### Gate families picked out, run 1

(2 px per micron)
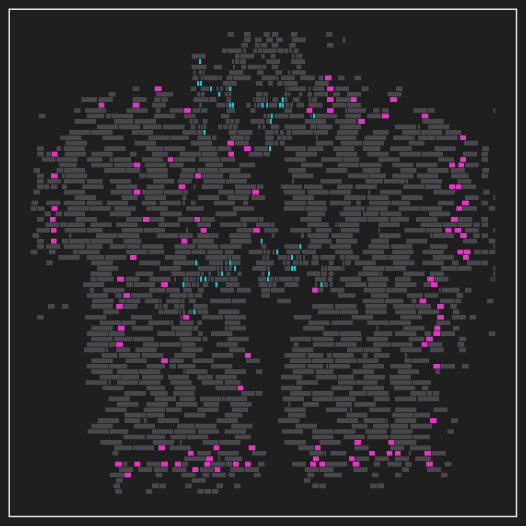
### Metal 2, run 1

(1 px per micron) Cells faint in the background.
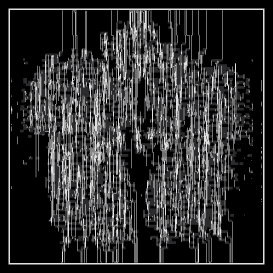
### Metal 3, run 1

(1 px per micron)
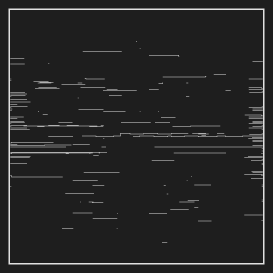
### Cells by drive strength, run 1

(2 px per micron)
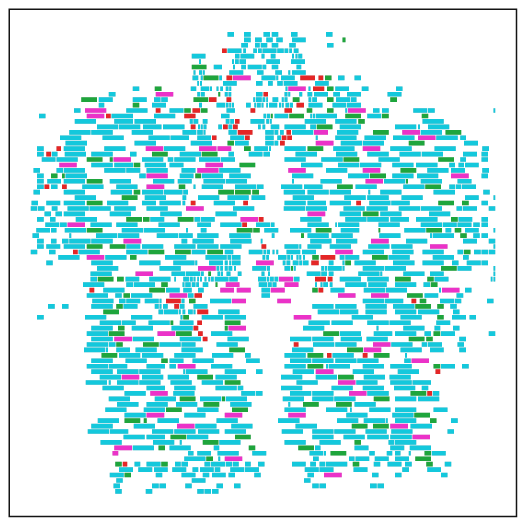
$ cat src/rtl/periph_hub.sv
// periph_hub: per-channel command FIFOs feeding IDLE/ISSUE/WAIT issue FSMs,
// with sticky completion (pend) / timeout (err) flags and a registered irq.
// Optional feature macro: PERIPH_HUB_DROP_CNT_EN enables the saturating
// dropped-write counter on drop_cnt; otherwise drop_cnt is tied to zero.

module periph_hub_ch #(
    parameter int PW      = 24,
    parameter int DEPTH   = 4,
    parameter int TIMEOUT = 0
) (
    input  logic          clk,
    input  logic          rst,
    input  logic          push,
    input  logic [PW-1:0] push_data,
    input  logic          rdy,
    input  logic          irq_ack,
    output logic          full,
    output logic          start,
    output logic [PW-1:0] dout,
    output logic          pend,
    output logic          err
);
    localparam int AW = $clog2(DEPTH);
    localparam int CW = $clog2(DEPTH + 1);
    localparam int TW = (TIMEOUT > 1) ? $clog2(TIMEOUT) : 1;
    localparam logic [TW-1:0] TLIM   = TW'((TIMEOUT > 0) ? TIMEOUT - 1 : 0);
    localparam logic [CW-1:0] CDEPTH = CW'(DEPTH);

    typedef enum logic [1:0] {IDLE, ISSUE, WAIT} state_t;

    state_t          state, state_n;
    logic [PW-1:0]   mem [DEPTH];
    logic [AW-1:0]   wptr, rptr;
    logic [CW-1:0]   cnt;
    logic [TW-1:0]   wcnt;
    logic            push_ok, pop, done, tmo;

    // Full is judged on the registered count, so a same-cycle pop never
    // rescues a write aimed at a full FIFO.
    assign full    = (cnt == CDEPTH);
    assign push_ok = push && !full;
    assign pop     = (state == IDLE) && (cnt != '0);
    assign start   = (state == ISSUE);

    // Next-state logic; rdy only matters in WAIT, and rdy beats a timeout.
    always_comb begin
        state_n = state;
        done    = 1'b0;
        tmo     = 1'b0;
        case (state)
            IDLE:  if (pop) state_n = ISSUE;
            ISSUE: state_n = WAIT;
            WAIT: begin
                if (rdy) begin
                    done    = 1'b1;
                    state_n = IDLE;
                end else if (TIMEOUT > 0 && wcnt == TLIM) begin
                    tmo     = 1'b1;
                    state_n = IDLE;
                end
            end
            default: state_n = IDLE;
        endcase
    end

    // State register and WAIT-cycle counter (zero whenever not waiting).
    always_ff @(posedge clk) begin
        if (rst) begin
            state <= IDLE;
            wcnt  <= '0;
        end else begin
            state <= state_n;
            wcnt  <= (state == WAIT && state_n == WAIT && TIMEOUT > 0) ? wcnt + TW'(1) : '0;
        end
    end

    // FIFO storage; validity is tracked by cnt, so no reset is needed here.
    always_ff @(posedge clk) begin
        if (push_ok) mem[wptr] <= push_data;
    end

    // Wrapping pointers plus an explicit occupancy count.
    always_ff @(posedge clk) begin
        if (rst) begin
            wptr <= '0;
            rptr <= '0;
            cnt  <= '0;
        end else begin
            if (push_ok) wptr <= wptr + AW'(1);
            if (pop)     rptr <= rptr + AW'(1);
            case ({push_ok, pop})
                2'b10:   cnt <= cnt + CW'(1);
                2'b01:   cnt <= cnt - CW'(1);
                default: cnt <= cnt;
            endcase
        end
    end

    // Payload register: loaded on pop, held until the next pop.
    always_ff @(posedge clk) begin
        if (rst)      dout <= '0;
        else if (pop) dout <= mem[rptr];
    end

    // Sticky flags; a set in the same cycle wins over irq_ack.
    always_ff @(posedge clk) begin
        if (rst) begin
            pend <= 1'b0;
            err  <= 1'b0;
        end else begin
            pend <= done | (pend & ~irq_ack);
            err  <= tmo  | (err  & ~irq_ack);
        end
    end
endmodule

module periph_hub #(
    parameter int CH_W    = 2,
    parameter int PW      = 24,
    parameter int DEPTH   = 4,
    parameter int TIMEOUT = 0
) (
    input  logic                      clk,
    input  logic                      rst,
    input  logic                      wr,
    input  logic [CH_W-1:0]           wr_ch,
    input  logic [PW-1:0]             wr_data,
    output logic [(2**CH_W)-1:0]      full,
    output logic [(2**CH_W)-1:0]      start,
    output logic [(2**CH_W)*PW-1:0]   dout,
    input  logic [(2**CH_W)-1:0]      rdy,
    input  logic [(2**CH_W)-1:0]      irq_ack,
    output logic [(2**CH_W)-1:0]      pend,
    output logic [(2**CH_W)-1:0]      err,
    output logic                      irq,
    output logic [7:0]                drop_cnt
);
    localparam int N = 2**CH_W;

    for (genvar c = 0; c < N; c++) begin : g_ch
        periph_hub_ch #(.PW(PW), .DEPTH(DEPTH), .TIMEOUT(TIMEOUT)) u_ch (
            .clk       (clk),
            .rst       (rst),
            .push      (wr && (wr_ch == CH_W'(c))),
            .push_data (wr_data),
            .rdy       (rdy[c]),
            .irq_ack   (irq_ack[c]),
            .full      (full[c]),
            .start     (start[c]),
            .dout      (dout[c*PW +: PW]),
            .pend      (pend[c]),
            .err       (err[c])
        );
    end

    // Interrupt is registered from the sticky flags.
    always_ff @(posedge clk) begin
        if (rst) irq <= 1'b0;
        else     irq <= (|pend) | (|err);
    end

`ifdef PERIPH_HUB_DROP_CNT_EN
    logic dropped;
    assign dropped = wr && full[wr_ch];

    // Saturating count of writes refused because the target FIFO was full.
    always_ff @(posedge clk) begin
        if (rst)                              drop_cnt <= '0;
        else if (dropped && drop_cnt != 8'hFF) drop_cnt <= drop_cnt + 8'd1;
    end
`else
    assign drop_cnt = '0;
`endif
endmodule

$ cat config.mk
export PLATFORM = sky130hd
export DESIGN_NAME = periph_hub
export DESIGN_NICKNAME = d
export VERILOG_FILES = /design/src/rtl/periph_hub.sv
export SDC_FILE = /design/constraint.sdc
export NUM_CORES = 1
export LEC_CHECK = 0
export CORE_MARGIN = 10
export CORE_UTILIZATION = 36
export CTS_BUF_LIST = sky130_fd_sc_hd__clkbuf_16
export DETAILED_ROUTE_END_ITERATION = 8
export SETUP_SLACK_MARGIN = 0.3
export SLEW_MARGIN = 15
export SYNTH_ARGS = -nofsm -noshare
export SYNTH_HDL_FRONTEND = slang
export SYNTH_HIERARCHICAL = 1
export SYNTH_SLANG_ARGS = --single-unit
export TNS_END_PERCENT = 50
$ cat constraint.sdc
create_clock -name clk -period 2.9 [get_ports clk]
set_input_delay 0.58 -clock clk [delete_from_list [all_inputs] [get_ports clk]]
set_output_delay 0.58 -clock clk [all_outputs]
set_load 0.005 [all_outputs]
==> datasheet_impl.txt, run 1 <==
Physical design parameters

Parameter                              Value

Finish
  Total of clock buffers placed in the layout    57
  Final core utilization    44.1%
  Number of non-clock buffers in the layout    slightly below 200
  Footprint of the multi-input gates    4650 sq um
  Clock buf/inv share    7.21%
  Fin area    23,700 sq um
  Max reg flops    384
  Antenna diode instance count    1
  Reg with most FFs    g_ch.u_ch/mem
  Non-clk buf share    8.35%
  Number of signal-net inverters in the final layout    36
  Sequential cell area    14,400 sq um

Logic synthesis
  Mux frac, synth    11.5%
  Post-synthesis share of cell area spent on and, or, nand and nor gates    3.70%
  Compound-gate portion of the synthesized area    6.43%
  Count of flip-flops with a built-in enable after synthesis    ~380
  Post-synthesis area per instance    19.4 sq um
  Number of synthesis warnings    6
  Xor/xnor share    less than 1%
  Share of the yosys chip area belonging to registers    73.5%
  Post-Synthesis Cell Area    19,500 sq um
  Dominant kind of combinational cell    multiplexers
  Cell count in the Yosys report    1,006
  Post-Synthesis Cells    1,006
  Synth top cell by count    sky130_fd_sc_hd__edfxtp_1
  Most common reg cell    sky130_fd_sc_hd__edfxtp_1
  Area share, top type    around three fifths
  Area of the synthesized netlist per yosys stat    19,500 sq um
  Share of async-settable or async-resettable flops after synthesis    0%

Global route
  Global-route wire length before repair    roughly 66 mm
  Congestion Overflow GR    0
  Maximum number of pins on one net before global-route repair    32
  Highest-utilization routing layer at the global route stage    met2

Routing
  Routed Antenna Nets    0
  WL per Instance    23.0 microns
  Violation count after the first detailed-routing iteration    just over 800
  Detail Route met3 WL    roughly 2.5 mm
  First drt pass iteration count    4
  Number of DRC violations after detailed routing    0
  Highest metal layer used by the detailed router    met4
  Length of routed wiring on met1    19.6 mm

Critical path
  Critical Path Start Type    register
  Worst-path fanout max    7
  Last element of the critical path    full[3]
  Critical path class    register to primary output
  Reg2Reg Setup Slack    0.48 ns
  Arrival time worst endpoint    between 2 and 2.5 ns
  Start point of the critical path    g_ch[3].u_ch/cnt[0]
  Worst setup EP type    primary output
  R2r worst-path depth    10
  Critical R2R Capture    g_ch[2].u_ch/cnt[2]

Floorplan
  Placement Rows    85
  Total die area    64,000 sq um
  Well Taps    696
  Width of the die    between 200 and 300 microns
  IO Count    158
  Core region area    53,800 sq um
  Die span in y    253 microns

Place
  Post-place setup slack    0.0537 ns
  Cell area reported after detailed placement    22,000 sq um
  Routability cong.    0.754

Min path
  Hold Path Cell Cnt    1
  Sink of the worst hold path    g_ch[3].u_ch/dout[9]
  Hold path startpoint    g_ch[3].u_ch/dout[9]

Timing
  Slew at the pin with the worst max-slew slack    approximately 1 ns
  Total negative slack    0 ns
  Number of hold-slack violations in the final timing report    0
  Peak Freq    0.384 GHz
  Total of endpoints with negative setup slack in the final report    0
  Worst-case clock skew    0.0229 ns
  Worst-case headroom to the max-slew limit    about 34%

Clock tree
  Post-CTS resize count    2
  Clk_lat worst skew    0.60 ns
  Cts-stage hold buffer count    0
  Root buffer selected by CTS    sky130_fd_sc_hd__clkbuf_16
  Clock buffer count from CTS    54
  TritonCTS clock tree    yes
  CTS H-Tree Depth    2

Pwr
  Peak supply drop    465 uV
  Overall power    21.8 mW

Run
  Maxcap violations    0

Status
  Run status    complete, no violations
-- 'Gate families picked out' (at the start) --
legend:
  cyan:
    family: inv cells
    cells: 36
    most_used: inv_1
  magenta:
    family: non-inverting ao/oa cells
    cells: 100
    most_used: a22o_2
    where: widely spread
number of standard cells in the final layout excluding fillers: 1,954
multi-input logic portion of the cell area: 19.6%
most common library cell in the layout ignoring fill and taps: sky130_fd_sc_hd__edfxtp_1

-- 'Metal 2' (at the start) --
nets with wire on the layer: 1,135
share of all routed wire: 49%
longest straight run: 114 microns
wire length on this layer: 22.0 mm
main direction: vertical
detailed-route wire length: 45.0 mm
count of vias placed by the detailed router: 9,821
met2 capacity usage during global routing: 23.0%

-- 'Metal 3' (at the start) --
main direction: horizontal
longest straight run: 108 microns
share of all routed wire: 5.6%
wire length on this layer: 2,540 microns
global routing met3 resource utilization: 3.45%

-- 'Cells by drive strength' (at the start) --
legend:
  green:
    size: x2
    cells: 156
    share: 12%
  magenta:
    size: x6 and larger
    cells: 71
    share: 5.6%
  cyan:
    size: x1 and smaller
    cells: 972
    share: 77%
  red:
    size: x3 and x4
    cells: 58
    share: 4.6%
Area Growth Syn to Fin: 21.4%
post-route setup slack: 0.299 ns

-- run 1: cells in the final DEF (no fill, tap or decap), types with 6 or more instances in the layout --
cell                              Yosys  routed
sky130_fd_sc_hd__nor2_1              33      33
sky130_fd_sc_hd__o21ai_0             12      12
sky130_fd_sc_hd__inv_1               32      51
sky130_fd_sc_hd__clkbuf_16            0      57
sky130_fd_sc_hd__a22o_1              44      44
sky130_fd_sc_hd__clkinv_1             0       7
sky130_fd_sc_hd__buf_12               0      10
sky130_fd_sc_hd__xor2_1               8       8
sky130_fd_sc_hd__mux4_2              76      76
sky130_fd_sc_hd__clkinv_2             0       8
sky130_fd_sc_hd__nand3b_1             8       8
sky130_fd_sc_hd__buf_4                8      39
sky130_fd_sc_hd__nor3b_1              9       9
sky130_fd_sc_hd__edfxtp_1           384     384
sky130_fd_sc_hd__ha_1                20      20
sky130_fd_sc_hd__dfxtp_1            141     137
sky130_fd_sc_hd__mux4_1              20      20
sky130_fd_sc_hd__clkdlybuf4s50_1      0     145
sky130_fd_sc_hd__nand3_1              8       8
sky130_fd_sc_hd__conb_1               1       8
sky130_fd_sc_hd__and3_1              17      17
sky130_fd_sc_hd__inv_2                4       6
sky130_fd_sc_hd__a21oi_1             25      25
sky130_fd_sc_hd__a22o_2              52      52
-- run 1: critical path, stage by stage (launching register included) --
cell and delay, ns:
sky130_fd_sc_hd__dfxtp_1 0.36, sky130_fd_sc_hd__or3b_4 0.45, sky130_fd_sc_hd__inv_2 0.10, sky130_fd_sc_hd__clkdlybuf4s50_1 0.52
-- run 1: where the power goes --
group,switching [mW],internal (mW)
sequential,0.649,8.92
combinational,2.55,3.06
clock,2.79,3.80
total,5.99,15.8
### Routing congestion, run 1

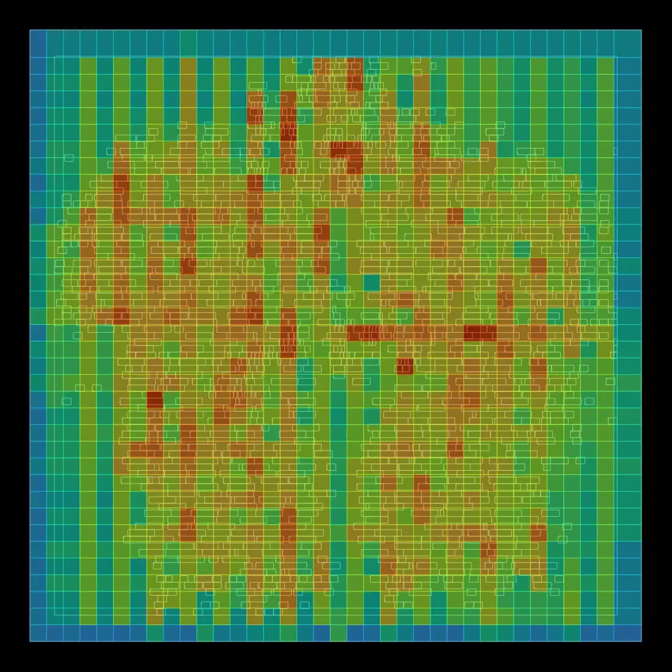

==> run 2: changes to the inputs <==
Clock period 2.9 ns to 3 ns, I/O delays scaled along.
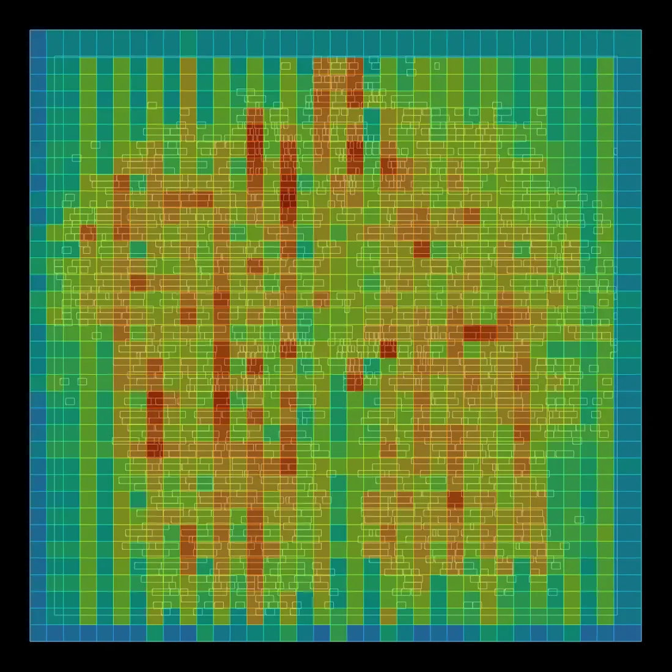
*Routing congestion, run 2*
WL per Instance: 23.0 microns
GR Util All Layers: 13.7%
highest-utilization routing layer at the global route stage: met2
global routing met3 resource utilization: 3.57%

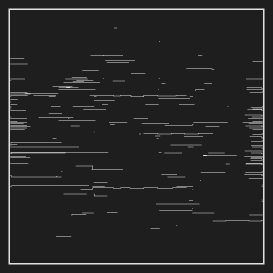
*Metal 3, run 2*
(1 px per micron)
longest straight run: 97.8 microns
wire length on this layer: 2,840 microns
detailed-route wire length: 44.8 mm
count of vias placed by the detailed router: 9,862

==> run 2 against run 1 <==
Clock skew down 0.013 ns. Setup slack gained 0.081 ns. Clock power is essentially flat. Global-route usage decreased by 0.23 points. Flip-flop count unchanged. Sequential share of layout area rose by 0.089 points. Power down 2.5%. Sequential power shrank 3.1%. Synthesized area did not move. Critical path depth did not move. Clock-buffer cell count is the same.
==> datasheet_impl.txt, run 2 <==
Physical design parameters

Parameter                              Value

Critical path
  Arrival time worst endpoint    2.02 ns
  R2r worst-path depth    10
  Worst setup EP type    primary output
  Critical Path Stages    3
  Critical path cell sequence    or3b_4 > inv_2 > clkdlybuf4s50_1
  Critical Path Start Type    register
  Critical R2R Capture    g_ch[2].u_ch/cnt[2]
  Cell class contributing the biggest share of worst-path delay    buffers and inverters
  Worst-path fanout max    7
  Start point of the critical path    g_ch[0].u_ch/cnt[2]
  Critical path class    register to primary output
  Slowest cell on the critical path    sky130_fd_sc_hd__clkdlybuf4s50_1
  Reg2Reg Setup Slack    0.60 ns
  Last element of the critical path    full[0]
  CP bufs+invs    2
  Worst stage delay on the critical path    roughly 0.51 ns

Clock tree
  Clock buffer count from CTS    55
  Post-CTS resize count    2
  Clk sink count    525
  CTS H-Tree Depth    2
  TritonCTS clock tree    yes
  Clk_lat worst skew    0.58 ns
  Root buffer selected by CTS    sky130_fd_sc_hd__clkbuf_16
  Cts-stage hold buffer count    0

Logic synthesis
  Count of flip-flops with a built-in enable after synthesis    384
  Share of async-settable or async-resettable flops after synthesis    0%
  Top cells, area    sky130_fd_sc_hd__edfxtp_1 (59%), sky130_fd_sc_hd__dfxtp_1 (14%), sky130_fd_sc_hd__mux4_2 (8.8%), sky130_fd_sc_hd__mux4_1 (2.7%), sky130_fd_sc_hd__a22o_2 (2.7%)
  Area share, top type    59.0%
  Post-Synthesis Cell Area    about 20,000 sq um
  Synth top cell by count    sky130_fd_sc_hd__edfxtp_1
  Post-synthesis area per instance    19.4 sq um
  Number of synthesis warnings    6
  Most common reg cell    sky130_fd_sc_hd__edfxtp_1
  Area of the synthesized netlist per yosys stat    19,500 sq um
  Share of the yosys chip area belonging to registers    73.5%
  Post-Synthesis Cells    1,006
  Cell count in the Yosys report    1,006
  Top cells by count    sky130_fd_sc_hd__edfxtp_1 (384), sky130_fd_sc_hd__dfxtp_1 (141), sky130_fd_sc_hd__mux4_2 (76)

Timing
  Total negative slack    0 ns
  Worst-case headroom to the max-slew limit    36.1%
  Number of hold-slack violations in the final timing report    0
  Total of endpoints with negative setup slack in the final report    0
  Slew at the pin with the worst max-slew slack    0.956 ns
  RSZ-0062 raised after global routing    true
  Peak Freq    approximately 0.38 GHz
  Worst-case clock skew    0.00999 ns

Pwr
  Register share of total power    a little over two fifths
  Switching part of the total power    roughly 27%
  Comb power frac    25.4%
  Power density of the placed cells    about 900 nW/um^2
  Peak supply drop    495 uV
  Cell-internal power    15.4 mW
  Clk network pwr share    30.9%
  Net switching power    5.80 mW

Status
  Run status    complete, no violations

Min path
  Hold Path Cell Cnt    1
  Sink of the worst hold path    g_ch[1].u_ch/dout[10]
  Hold path startpoint    g_ch[1].u_ch/dout[10]

Routing
  Violation count after the first detailed-routing iteration    between 700 and 800
  Routed Antenna Nets    0
  Number of DRC violations after detailed routing    0
  First drt pass iteration count    5

Finish
  Leading cell types in the layout, fill and taps excluded    sky130_fd_sc_hd__edfxtp_1 (384), sky130_fd_sc_hd__clkdlybuf4s50_1 (146), sky130_fd_sc_hd__dfxtp_1 (140), sky130_fd_sc_hd__mux4_2 (76), sky130_fd_sc_hd__clkbuf_16 (57)
  Most common library cell in the layout ignoring fill and taps    sky130_fd_sc_hd__edfxtp_1
  Final core utilization    44.0%
  Area Growth Syn to Fin    21.2%
  Reg with most FFs    g_ch.u_ch/mem
  Max reg flops    384
  Layout cell share with drive strength beyond 1    21.9%

Global route
  Initial antenna violation count    3
  Maximum number of pins on one net before global-route repair    29
  Congestion Overflow GR    0
  Global-route wire length before repair    65.3 mm

Floorplan
  Core region area    53,800 sq um
  Placement Rows    about 85
  Width of the die    253 microns
  Total die area    64,000 sq um
  IO Count    158
  Die span in y    253 microns

Place
  Routability cong.    between 0.7 and 0.8

Run
  Maxcap violations    0
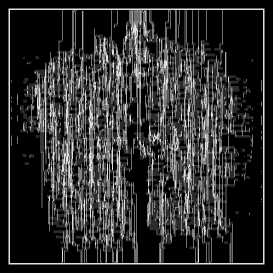
*Metal 2, run 2*
(1 px per micron) Cells faint in the background.
wire length on this layer: 21.6 mm
share of all routed wire: 48%
main direction: vertical
met2 capacity usage during global routing: 22.4%

run 2: cell types whose count changed in the layout (fill, tap and decap cells not counted), sizes merged:
cell           before  now
clkinv             16   25
clkinvlp            4    1
bufinv              3    5
buf                50   45
dlymetal6s2s        1    0
clkdlybuf4s50     145  146
inv                58   51
run 2: power by group through the flow:
stage	Sequential [mW]	Combinational (mW)	Clock, mW
after floorplan	9.24	3.43	0
after global placement	9.40	5.40	0
after detailed placement	9.42	5.48	0
after CTS	9.28	5.50	6.73
after global routing	9.38	5.89	7.02
final	9.27	5.38	6.56
run 2: logic make-up after synthesis:
group | after synthesis | synth area share (%)
simple gates | 111 | 3.70
flops | 525 | 73.5
other cells | 1 | 0.0192
mux | 96 | 11.5
buf+inv | 92 | 2.84
compound gates | 149 | 6.43
xor+xnor | 8 | 0.359
fa+ha+maj | 24 | 1.69
run 2: layer usage:
layer	vias up	routed length, microns	share of wire, %
met5	-	0	0
met3	45	2840	6.3
li1	4453	-	-
met4	0	583	1.3
met1	5123	19800	44
met2	241	21600	48
run 2: layout make-up:
class / count / area [sq um]
diodes: 1 / 2.50
clock buffers: 57 / 1430
clock inverters: 46 / 338
repair buffers: 193 / 1890
well taps: 696 / 871
inverters: 36 / 135
multi-input cells: 396 / 4650
fillers: 4671 / 30100
flip-flops and latches: 525 / 14400
run 2: metrics by stage:
step	hold WS, ns	instance area, sq um	instances	total power [mW]	worst slack, ns
finish	0.479	23700	1950	21.2	0.380
floorplan	0.466	19600	1013	12.7	0.758
CTS	0.477	23700	1949	21.5	0.249
detailed placement	0.463	21900	1846	14.9	0.155
global placement	0.463	21900	1846	14.8	0.198
global route	0.494	23700	1949	22.3	0.286
Power figures rest on the tool's default switching activity, not on a simulated workload.
